==> config.mk <==
export PLATFORM = sky130hd
export DESIGN_NAME = wb_prog_loader
export DESIGN_NICKNAME = d
export VERILOG_FILES = /design/src/rtl/wb_prog_loader.sv
export SDC_FILE = /design/constraint.sdc
export NUM_CORES = 1
export LEC_CHECK = 0
export ABC_CLOCK_PERIOD_IN_PS = 2830
export CORE_UTILIZATION = 46
export CTS_CLUSTER_SIZE = 20
export DETAILED_ROUTE_END_ITERATION = 8
export PLACE_DENSITY = 0.87
export SYNTH_ARGS = -nofsm -noshare
export SYNTH_HDL_FRONTEND = slang
export SYNTH_SLANG_ARGS = --single-unit
==> constraint.sdc <==
create_clock -name wb_clk_i -period 2.83 [get_ports wb_clk_i]
set_input_delay 0.566 -clock wb_clk_i [delete_from_list [all_inputs] [get_ports wb_clk_i]]
set_output_delay 0.566 -clock wb_clk_i [all_outputs]
set_load 0.05 [all_outputs]
### Routing congestion

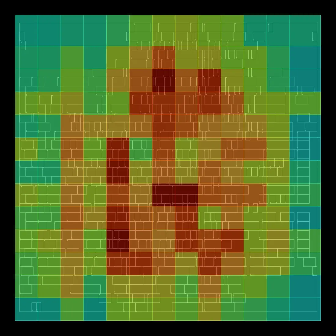
Tot GR Track Use: 23.8%
met1 usage: 30.1%
global routing's busiest layer: met2
met2 Usage GRT: 39.6%
Wirelength per Cell: 15.3 um

### Sequential cells coloured by netlist name

Other sequential cells in the stronger grey, the rest of the logic in the fainter grey.
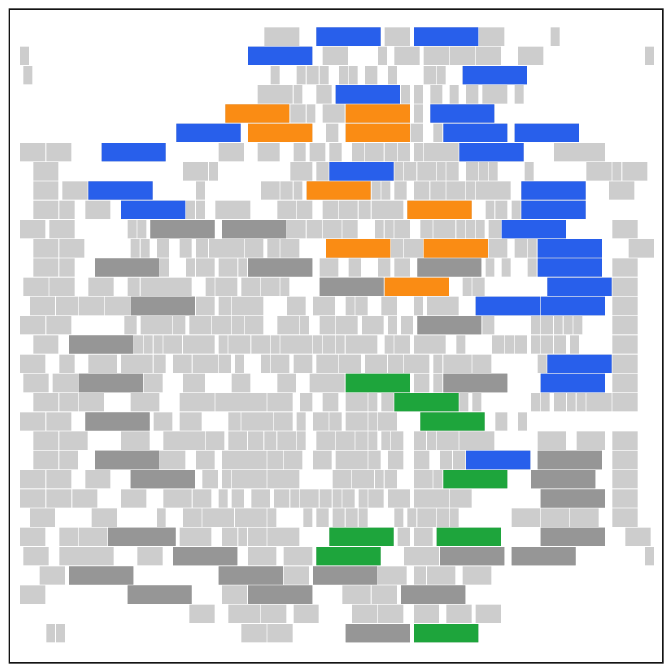
legend:
  `count_reg`:
    colour: orange
    placed_flops: 9
    where: north
  `wbs_dat_o`:
    colour: blue
    placed_flops: 25
  `ptr_reg`:
    colour: green
    placed_flops: 8
not coloured: 29
fraction of area in registers: 35.0%
final core utilization: 65.0%
Reg area: 0.00178 mm2
Seq power: 1010 uW

### Pin placement

Pins as bars across the die edge, other pins in grey.
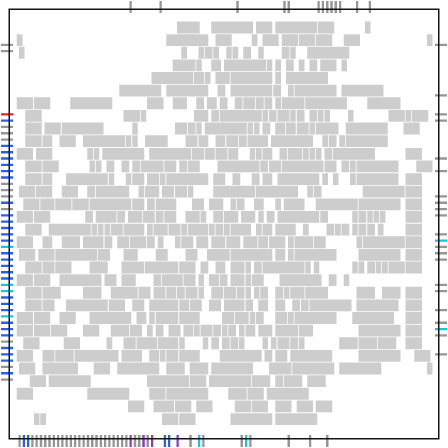
legend:
  `wbs_ack_o`:
    colour: red
    pins: 1
    direction: output
    edge: west
  `wbs_sel_i`:
    colour: purple
    pins: 4
    direction: input
    edge: south
  `wbs_adr_i`:
    colour: blue
    pins: 32
    direction: input
    edge: 28 west, 4 south
  `imem_w_data`:
    colour: cyan
    pins: 8
    direction: output
    edge: 4 west, 2 south, 2 east
all pins by edge: 45 west, 44 south, 22 east, 13 north
die span in x: 92.2 um
buffers added on ports: 87

==> flow_summary.yaml <==
# synthesis and place-and-route metrics
outcome:
  status: "finished, final reports clean"
floorplan:
  fp_util_pct: 47.9
  rows: 32
  ioPinCount: 124
  tap_cells: 102
  die_area_mm2: 0.00849
  core_mm2: 0.00781
power:
  p_seq_share_pct: 51.5
  power_leader: "sequential cells"
  p_leak_uw: 0.00233
  p_clk_share_pct: 38.3
  p_clk_uw: 754
  p_comb_share_pct: 10.2
  ir_drop_mv: 0.248
  switching_power_uw: 474
  p_sw_share_pct: 24.0
  intPower_uw: 1500
  power.total_uw: 1970
worst_setup_path:
  path_delay_family: "simple AND/OR/NAND/NOR gates"
  cp-start-kind: "input pin"
  cp_cell_sequence: "clkdlybuf4s50_1, or4_4, nor4_4, nand3_2, buf_4, or2_0, buf_4, o21ai_0"
  cp.required_ps: 3090
  critPathSlowestCell: "or4_4"
  reg2reg_depth: 5
  reg2reg_slack_ps: 740
  path_max_fanout: 5
  critPathKind: "in -> reg"
  crit_cells: 8
  crit_buf_inv: 3
  crit_top_cell: "buf_4"
  worstPathArrival_ps: 3010
  endpoint_kind: "register"
final_layout:
  antenna_cells: 0
  layout.buffer.nonclock.area_share_pct: 21.9
  n_all_buffers: 116
  nNonClkInverters: 16
  fillers: 600
  nClkBuffers: 14
  nets: 590
  sh_comb_area_pct: 35.7
  area_growth_pct: 35.8
  final_cells: 606
  ff_count: 71
  final_cell_mix: "clkdlybuf4s50_1, nand2_1, dfrtp_1, o21ai_0, buf_4"
  finalInstanceArea_mm2: 0.00508
  clk_share_pct: 3.67
  largest_reg_flops: 25
  largest_class: "multi-input combinational cells"
  mi_logic_area_mm2: 0.00181
  drive_gt1_share_pct: 11.7
  lay_top_count: "clkdlybuf4s50_1"
synth:
  yosysSeqAreaShare_pct: 47.5
  logic_family: "simple AND/OR/NAND/NOR gates"
  syn-cell-area_mm2: 0.00374
  common_cells: "nand2_1, dfrtp_1, o21ai_0"
  top_cell_area_share_pct: 46.8
  ys_ff: 71
  synth_cells: 389
  synthArstFlopShare_pct: 100
  ys_sh_mux_pct: 5.39
  synthTopCellsByArea: "dfrtp_1, nand2_1, ha_1"
  synth-edff-count: 0
  yosysWarnings: 0
  synth-xor-area-share_pct: 1.17
  ys_cells: 389
  ys.flop_type: "dfrtp_1"
  ys_sh_simple_pct: 20.9
  ys_sh_adder_pct: 6.22
  ys_sh_aoi_pct: 13.9
  syn_area_per_cell_um2: 9.61
  netlist.top_cell.by_area: "dfrtp_1"
  ys_chip_area_mm2: 0.00374
  most_common_cell: "nand2_1"
detailed_routing:
  num_vias: 3394
  wirelength_met1_mm: 3.93
  wl_met3_um: 564
  first_iter_violations: 372
  drc: 0
  drt-pass1-iter-count: 5
  viasPerCell: 5.60
  wl_met2_mm: 4.55
  highest_layer: "met4"
clock_network:
  post_cts_buffers: 0
  root_buffer: "clkbuf_8"
  htreeDepth: 3
  worstSkewPairLatency_ps: 350
  postCtsHoldBufs: 0
  cts_tree: "built"
  path_clk_slew_ps: 70
  cts.sinks: 71
  clockBufferDepth: 2
  cts_resized: 0
timing:
  fin_crit_sh_pct: 97.1
  relSlewSlack_pct: 65.0
  finalWorstSetupSlack_ps: 81.9
  setup_viol: 0
  fmax_mhz: 364
  rsz0062_at_grt: "yes"
  hold_viol: 0
  final_max_slew_viol_count: 0
  fin_hold_ws_ps: 471
  min_period_ps: 2750
  worst_slew_pin_slew_ps: 524
  finClkSkew_ps: 9.17
min_path:
  min-delay-path-class: "reg -> reg"
  min_path_cells: 2
grt:
  grt_max_degree: 72
  grt_pass1_vias: 3384
  antenna_found_initial: 0
  globalRouteOverflowTotal: 0
  grt_pass1_wl_mm: 15.8
place:
  dpl.cell_count: 590
  placed_cell_area_mm2: 0.00488
  place_congestion: 0.949
  dp_slack_ps: -345
flow_run:
  tool_warnings: 62
  maxCapViolCount: 0
Power and IR drop assume default switching activity.
